[config.mk]
export PLATFORM = sky130hd
export DESIGN_NAME = wb_stage
export DESIGN_NICKNAME = d
export VERILOG_FILES = /design/src/rtl/wb_stage.sv
export SDC_FILE = /design/constraint.sdc
export NUM_CORES = 1
export LEC_CHECK = 0
export CAP_MARGIN = 40
export CORE_AREA = 2 2 115 117
export DETAILED_ROUTE_END_ITERATION = 10
export DIE_AREA = 0 0 117 119
export PLACE_DENSITY = 0.9
export SYNTH_ARGS = -nofsm -noshare
export SYNTH_HDL_FRONTEND = slang
export SYNTH_SLANG_ARGS = --single-unit
[constraint.sdc]
create_clock -name clk -period 6 [get_ports clk]
set_input_delay 0.6 -clock clk [delete_from_list [all_inputs] [get_ports clk]]
set_output_delay 0.6 -clock clk [all_outputs]
set_load 0.02 [all_outputs]
[src/rtl/wb_stage.sv]
// Write-back stage: MEM/WB latch, result mux, load extraction and retire counter. Subword loads are built only when WB_SUBWORD_LOAD_EN is defined.
// Latency: one cycle from the mem_* inputs to the register-file write outputs; outputs decode the latch only.
// Backpressure: stall holds the latch and repeats the same write; flush overrides stall and drops the latched instruction.
module wb_stage (
  input  logic        clk,
  input  logic        rst_n,
  input  logic        stall,
  input  logic        flush,
  input  logic        mem_valid,
  input  logic        mem_reg_write,
  input  logic [1:0]  mem_wb_sel,
  input  logic [4:0]  mem_dst_no,
  input  logic [31:0] mem_alu_result,
  input  logic [31:0] mem_load_data,
  input  logic [2:0]  mem_load_type,
  input  logic [31:0] mem_pc,
  output logic        reg_write,
  output logic [4:0]  reg_no_in,
  output logic [31:0] reg_data_in,
  output logic        wb_valid,
  output logic        load_misalign,
  output logic [31:0] retired_count
);

  logic        valid_q, valid_d;
  logic        reg_write_q, reg_write_d;
  logic [1:0]  wb_sel_q, wb_sel_d;
  logic [4:0]  dst_no_q, dst_no_d;
  logic [31:0] alu_q, alu_d;
  logic [31:0] load_data_q, load_data_d;
  logic [31:0] pc_q, pc_d;
  logic [31:0] count_q, count_d;
  logic        capture;

  logic [31:0] load_val;
  logic        misalign_raw;

  assign capture = ~flush & ~stall;

  always_comb begin
    valid_d     = valid_q;
    reg_write_d = reg_write_q;
    wb_sel_d    = wb_sel_q;
    dst_no_d    = dst_no_q;
    alu_d       = alu_q;
    load_data_d = load_data_q;
    pc_d        = pc_q;
    if (flush) begin
      valid_d = 1'b0;
    end else if (!stall) begin
      valid_d     = mem_valid;
      reg_write_d = mem_reg_write;
      wb_sel_d    = mem_wb_sel;
      dst_no_d    = mem_dst_no;
      alu_d       = mem_alu_result;
      load_data_d = mem_load_data;
      pc_d        = mem_pc;
    end
    // Retirement happens when the held instruction actually leaves the stage.
    count_d = count_q + {31'd0, valid_q & capture};
  end

  always_ff @(posedge clk or negedge rst_n) begin
    if (!rst_n) begin
      valid_q     <= 1'b0;
      reg_write_q <= 1'b0;
      wb_sel_q    <= 2'b00;
      dst_no_q    <= 5'd0;
      alu_q       <= 32'd0;
      load_data_q <= 32'd0;
      pc_q        <= 32'd0;
      count_q     <= 32'd0;
    end else begin
      valid_q     <= valid_d;
      reg_write_q <= reg_write_d;
      wb_sel_q    <= wb_sel_d;
      dst_no_q    <= dst_no_d;
      alu_q       <= alu_d;
      load_data_q <= load_data_d;
      pc_q        <= pc_d;
      count_q     <= count_d;
    end
  end

`ifdef WB_SUBWORD_LOAD_EN
  logic [2:0]  load_type_q, load_type_d;
  logic [7:0]  byte_v;
  logic [15:0] half_v;
  logic        is_half;

  always_comb begin
    load_type_d = load_type_q;
    if (capture) load_type_d = mem_load_type;
  end

  always_ff @(posedge clk or negedge rst_n) begin
    if (!rst_n) load_type_q <= 3'b000;
    else        load_type_q <= load_type_d;
  end

  always_comb begin
    case (alu_q[1:0])
      2'd0:    byte_v = load_data_q[7:0];
      2'd1:    byte_v = load_data_q[15:8];
      2'd2:    byte_v = load_data_q[23:16];
      default: byte_v = load_data_q[31:24];
    endcase
    half_v  = alu_q[1] ? load_data_q[31:16] : load_data_q[15:0];
    is_half = (load_type_q == 3'b011) || (load_type_q == 3'b100);
    case (load_type_q)
      3'b001:  load_val = {{24{byte_v[7]}}, byte_v};
      3'b010:  load_val = {24'd0, byte_v};
      3'b011:  load_val = {{16{half_v[15]}}, half_v};
      3'b100:  load_val = {16'd0, half_v};
      default: load_val = load_data_q;
    endcase
    case (load_type_q)
      3'b001, 3'b010: misalign_raw = 1'b0;
      default:        misalign_raw = is_half ? alu_q[0] : (alu_q[1:0] != 2'b00);
    endcase
  end
`else
  logic unused_load_type;
  assign unused_load_type = ^mem_load_type;
  assign load_val     = load_data_q;
  assign misalign_raw = (alu_q[1:0] != 2'b00);
`endif

  always_comb begin
    case (wb_sel_q)
      2'b01:   reg_data_in = load_val;
      2'b10:   reg_data_in = pc_q + 32'd8;
      default: reg_data_in = alu_q;
    endcase
  end

  assign wb_valid      = valid_q;
  assign load_misalign = valid_q & (wb_sel_q == 2'b01) & misalign_raw;
  assign reg_no_in     = dst_no_q;
  assign reg_write     = valid_q & reg_write_q & (dst_no_q != 5'd0) & ~load_misalign;
  assign retired_count = count_q;

endmodule

==> results_slide.txt <==
Physical Implementation Snapshot

Clocking
  • CTS Buffer Depth: 2
  • Cts repair resizes: 0
  • Clock transition at path regs: 0.06 ns
  • Root Buffer: clkbuf_16
  • Hold buffers post-CTS: 0
  • H-Tree Depth: 4
  • CTS sink cnt: 137
  • CTS tree: yes
  • Postcts setup bufs: 0

Cells and area
  • NumNets Final: 843
  • Fillcell total: 905
  • Share of post-route cells with drive strength above 1: 19.1%
  • P&R area growth vs syn: 39.5%
  • Dominant logic cell type in the layout: clkdlybuf4s50_1
  • Most instantiated logic cells after routing: 179 x clkdlybuf4s50_1, 137 x dfrtp_1, 96 x mux2_2, 45 x nand2_1, 33 x o21ai_0
  • N_diodes: 0

Run status
  • Run status: complete, no violations

Synthesis
  • Flops after synth: 137
  • Post-synthesis sequential area ratio: 53.0%
  • Synth warnings: 0
  • Mux share: 17.0%
  • Number of synthesized flops with an enable pin: 0
  • Top logic family: multiplexers
  • Adder Share, Synth: 0.968%
  • Dominant flop cell: dfrtp_1
  • Simple Share, Synth: 12.1%
  • Post-synthesis compound-gate area fraction: 7.36%
  • Syn Area/Cell: 11.8 um2
  • Async SR Flop Fraction: 100%
  • Syn Nets: 664
  • Yosys chip area: 6460 um2
  • Xor/xnor share: 7.05%
  • Synthesized area: 6460 um2
  • Cell Type Count: 42
  • Cells after synthesis: 547
  • Ys cells: 547

Routing
  • Antenna Violating Nets Remaining: 0
  • DRT Pass-1 Iters: 5
  • Routed len/inst: 18.0 um
  • Vias/cell: 5.51
  • DRC Markers: 0
  • Drt initial violations: 306

Critical path
  • Largest delay share family, worst path: buffers and inverters
  • CP arrival: 3.26 ns
  • Worst path bufs/invs: 4
  • Worst setup path end: reg_data_in[23]
  • FF-to-FF End: retired_count[22]$_DFF_PN0_
  • Worst path depth: 8
  • Crit start category: flop
  • Worst EP required: 5.40 ns
  • Critical path's most frequent cell: inv_1
  • CP peak stage delay: 0.60 ns
  • RR Startpoint: wb_valid$_DFFE_PN0P_
  • R2R cell count: 9
  • Crit path max fanout: 48
  • CP cell instances: inv_1 -> ha_1 -> buf_4 -> inv_1 -> nand2_1 -> or3_1 -> nand3_1 -> clkdlybuf4s50_1
  • Crit. End Element: output pin
  • Launch point of the critical path: wb_sel_q[0]$_DFFE_PN0N_
  • Setup Crit Path Kind: reg -> out
  • Reg2reg setup slack: 3.60 ns
  • Slowest CP cell: clkdlybuf4s50_1

Global route
  • Total track usage: 24.6%
  • First-pass GRT wire length: 26.2 mm
  • Grt ovf: 0
  • GR Layer Usage met2: 38.4%
  • GRT busiest layer: met2
  • Initial antenna violation count: 1
  • Largest net degree at the start of global routing: 67
  • GR Util met1: 31.3%
  • Vias in the first global route: 5,107

Placement
  • Hpwl dp: 11.8 mm
  • PortBufs: 180
  • Gpl congestion: 0.866

STA
  • RSZ-0062 raised after global routing: no
  • Max frequency: 0.259 GHz
  • Tcrit/Tclk final: 64.3%
  • Slew Viols, Final: 0
  • Hold slack: 0.134 ns
  • Fin crit period: 3.86 ns
  • Worst Skew: 0.00704 ns
  • Relative slew slack: 47.0%
  • Hold Violations, Final: 0
  • Worst-Margin Slew: 0.795 ns
  • Setup violators final: 0
  • Final setup TNS: 0 ns

Pwr
  • Peak VDD IR: 181 uV
  • Power Density: 313 nW/um2
  • Lkg Pwr: 3.72 nW

Die
  • Io pins: 184
  • Starting density of the core: 50.2%
  • Die x size: 117 um
  • Cell row count: 42
  • Die height: 119 um
  • Core area: 12,900 um2
  • Die area: 13,900 um2

Flow run
  • # Max-Cap Violations: 0
  • Tool warnings: 30

Min path
  • Hold WC Path Type: in -> async
metal layers:
metal / wire length [um] / part of all wire [%] / vias up
li1: - / - / 2315
met1: 6870 / 42 / 2504
met2: 8060 / 49 / 192
met3: 1150 / 7.0 / 31
met4: 348 / 2.1 / 2
met5: 13 / 0.079 / -
kinds of logic (layout without fill, tap and decap cells):
group | count (synthesis) | after routing
AOI/OAI and AO/OA | 76 | 76
xor gates and xnor gates | 52 | 52
adders and majority gates | 5 | 5
buffers and inverters | 39 | 231
DFF | 137 | 137
muxes | 98 | 98
and+or+nand+nor | 140 | 140
through the flow:
step           util, %  total power, mW  setup slack [ns]  std cells  cell area [um2]
2_1_floorplan        -             1.49              3.40        547             6460
3_3_place_gp      65.3             1.80              2.35        881             8410
3_5_place_dp      65.6             1.83              2.59        883             8450
4_1_cts           70.0             2.84              2.14        915             9010
5_1_grt           70.0             2.95              1.93        915             9010
6_report          70.0             2.82              2.14        915             9010
power by group:
group	switching (mW)	internal, mW
clock network	0.376	0.630
registers	0.0910	1.04
logic	0.333	0.353
total	0.800	2.02
how the worst min path moves through the flow:
stage / endpoint / slack, ns / depth (start not counted)
after floorplan: alu_q[0]$_DFFE_PN0N_ / 0.30 / 0
after global placement: retired_count[31]$_DFF_PN0_ / 0.46 / 1
after CTS: reg_no_in[3]$_DFFE_PN0N_ / 0.14 / 1
after detailed placement: retired_count[31]$_DFF_PN0_ / 0.47 / 1
final: reg_no_in[3]$_DFFE_PN0N_ / 0.13 / 1
after global routing: reg_no_in[3]$_DFFE_PN0N_ / 0.16 / 1
registers in the layout (all words and copies together) (netlist names):
| signal | count |
|---|---|
| wb_sel_q | 2 |
| alu_q | 32 |
| wb_valid | 1 |
| reg_write_q | 1 |
| load_data_q | 32 |
| reg_no_in | 5 |
| pc_q | 32 |
| retired_count | 32 |
cell type report:
type,instances,area (um2),area share (%)
Timing Repair Buffer,186,1870,20.7
Tap cell,176,220,2.44
Clock inverter,8,95.1,1.05
Clock buffer,24,472,5.23
Multi-Input combinational cell,371,2880,32.0
Inverter,13,48.8,0.541
Sequential cell,137,3430,38.0
Yosys cell counts, types with 3 or more instances:
master | instances | area share (%)
dfrtp_1 | 137 | 53
mux2_2 | 96 | 17
nand2_1 | 45 | 2.6
o21ai_0 | 33 | 2.6
xor2_1 | 27 | 3.7
nand3_1 | 25 | 1.9
xnor2_1 | 25 | 3.4
a22oi_1 | 22 | 2.6
nor2_1 | 17 | 0.99
clkbuf_1 | 14 | 0.81
nand4_1 | 14 | 1.4
inv_1 | 13 | 0.75
and3_1 | 12 | 1.2
a21oi_1 | 8 | 0.62
buf_2 | 8 | 0.62
and4_1 | 7 | 0.95
ha_1 | 5 | 0.97
nor3_1 | 4 | 0.31
a221oi_1 | 3 | 0.41
a2bb2oi_1 | 3 | 0.41
buf_1 | 3 | 0.17
Figure 1. Signal wires on met3.
(4 px per um)
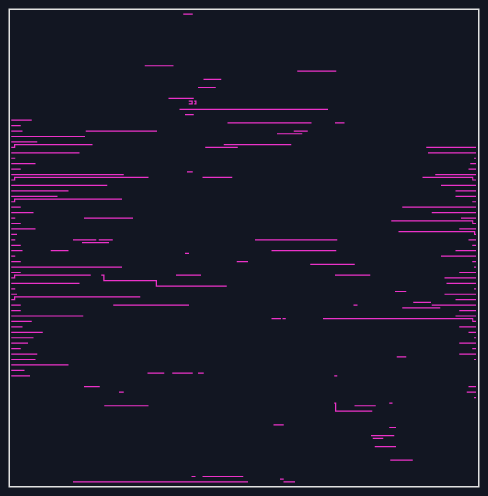
main direction: horizontal
share of all routed wire: 7.0%
wire length on this layer: 1,150 um
nets with wire on the layer: 130
longest straight run: 43.5 um
met3 usage in global routing: 8.35%
WL final: 16.4 mm
DR vias: 5,044

Figure 2. Clock wiring as the flow saved it.
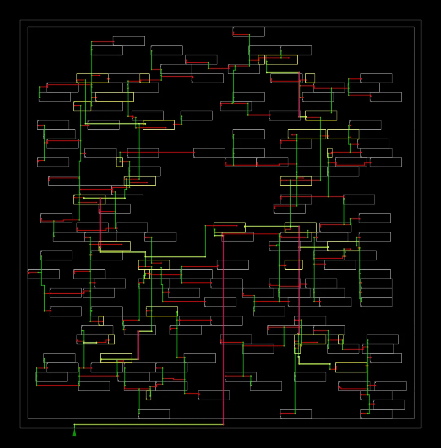
CTS buffer count: 17
worst skew pair latency: 0.41 ns
Clock Buffer Count: 24

Figure 3. Drive-strength map.
(4 px per um)
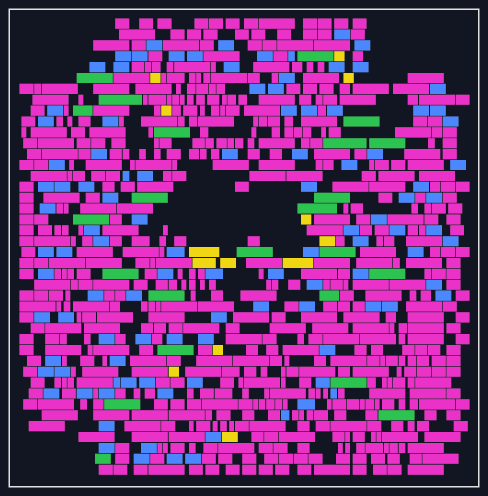
[drive 1 or less] magenta | cells: 598 | most used: clkdlybuf4s50_1
[drive 3 to 4] yellow | cells: 13 | most used: buf_4
[drive 2] blue | cells: 105 | most used: mux2_2
[drive 6 and up] green | cells: 23 | most used: clkbuf_16

Figure 4. Sequential cells colored by netlist name.
(3 px per um)
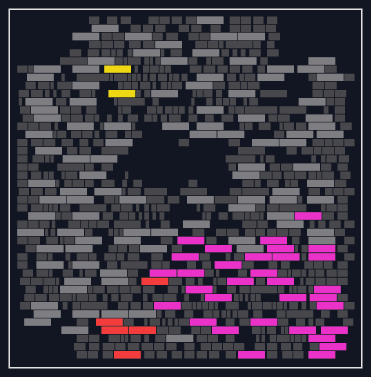
[`retired_count`] magenta | placed flops: 32
[`reg_no_in`] red | placed flops: 5
[`wb_sel_q`] yellow | placed flops: 2
Seq group: 1.13 mW
final core occ: 70.0%
flop share of the area: 38.0%
flip-flop and latch area: 3430 um2

Figure 5. Routed metal per tile.
(3 px per um) 23 x 24 tiles, from black (low) to pale yellow (high), scaled to the fullest tile. Values are wire area over tile area, all layers added.
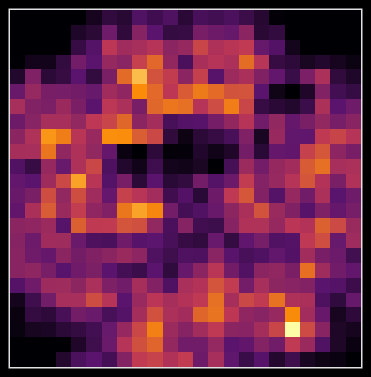
tiles over half the peak: 16%
emptiest ninth of the die: top right
fullest tile: 0.60

Power is estimated from default activity; no workload was simulated.
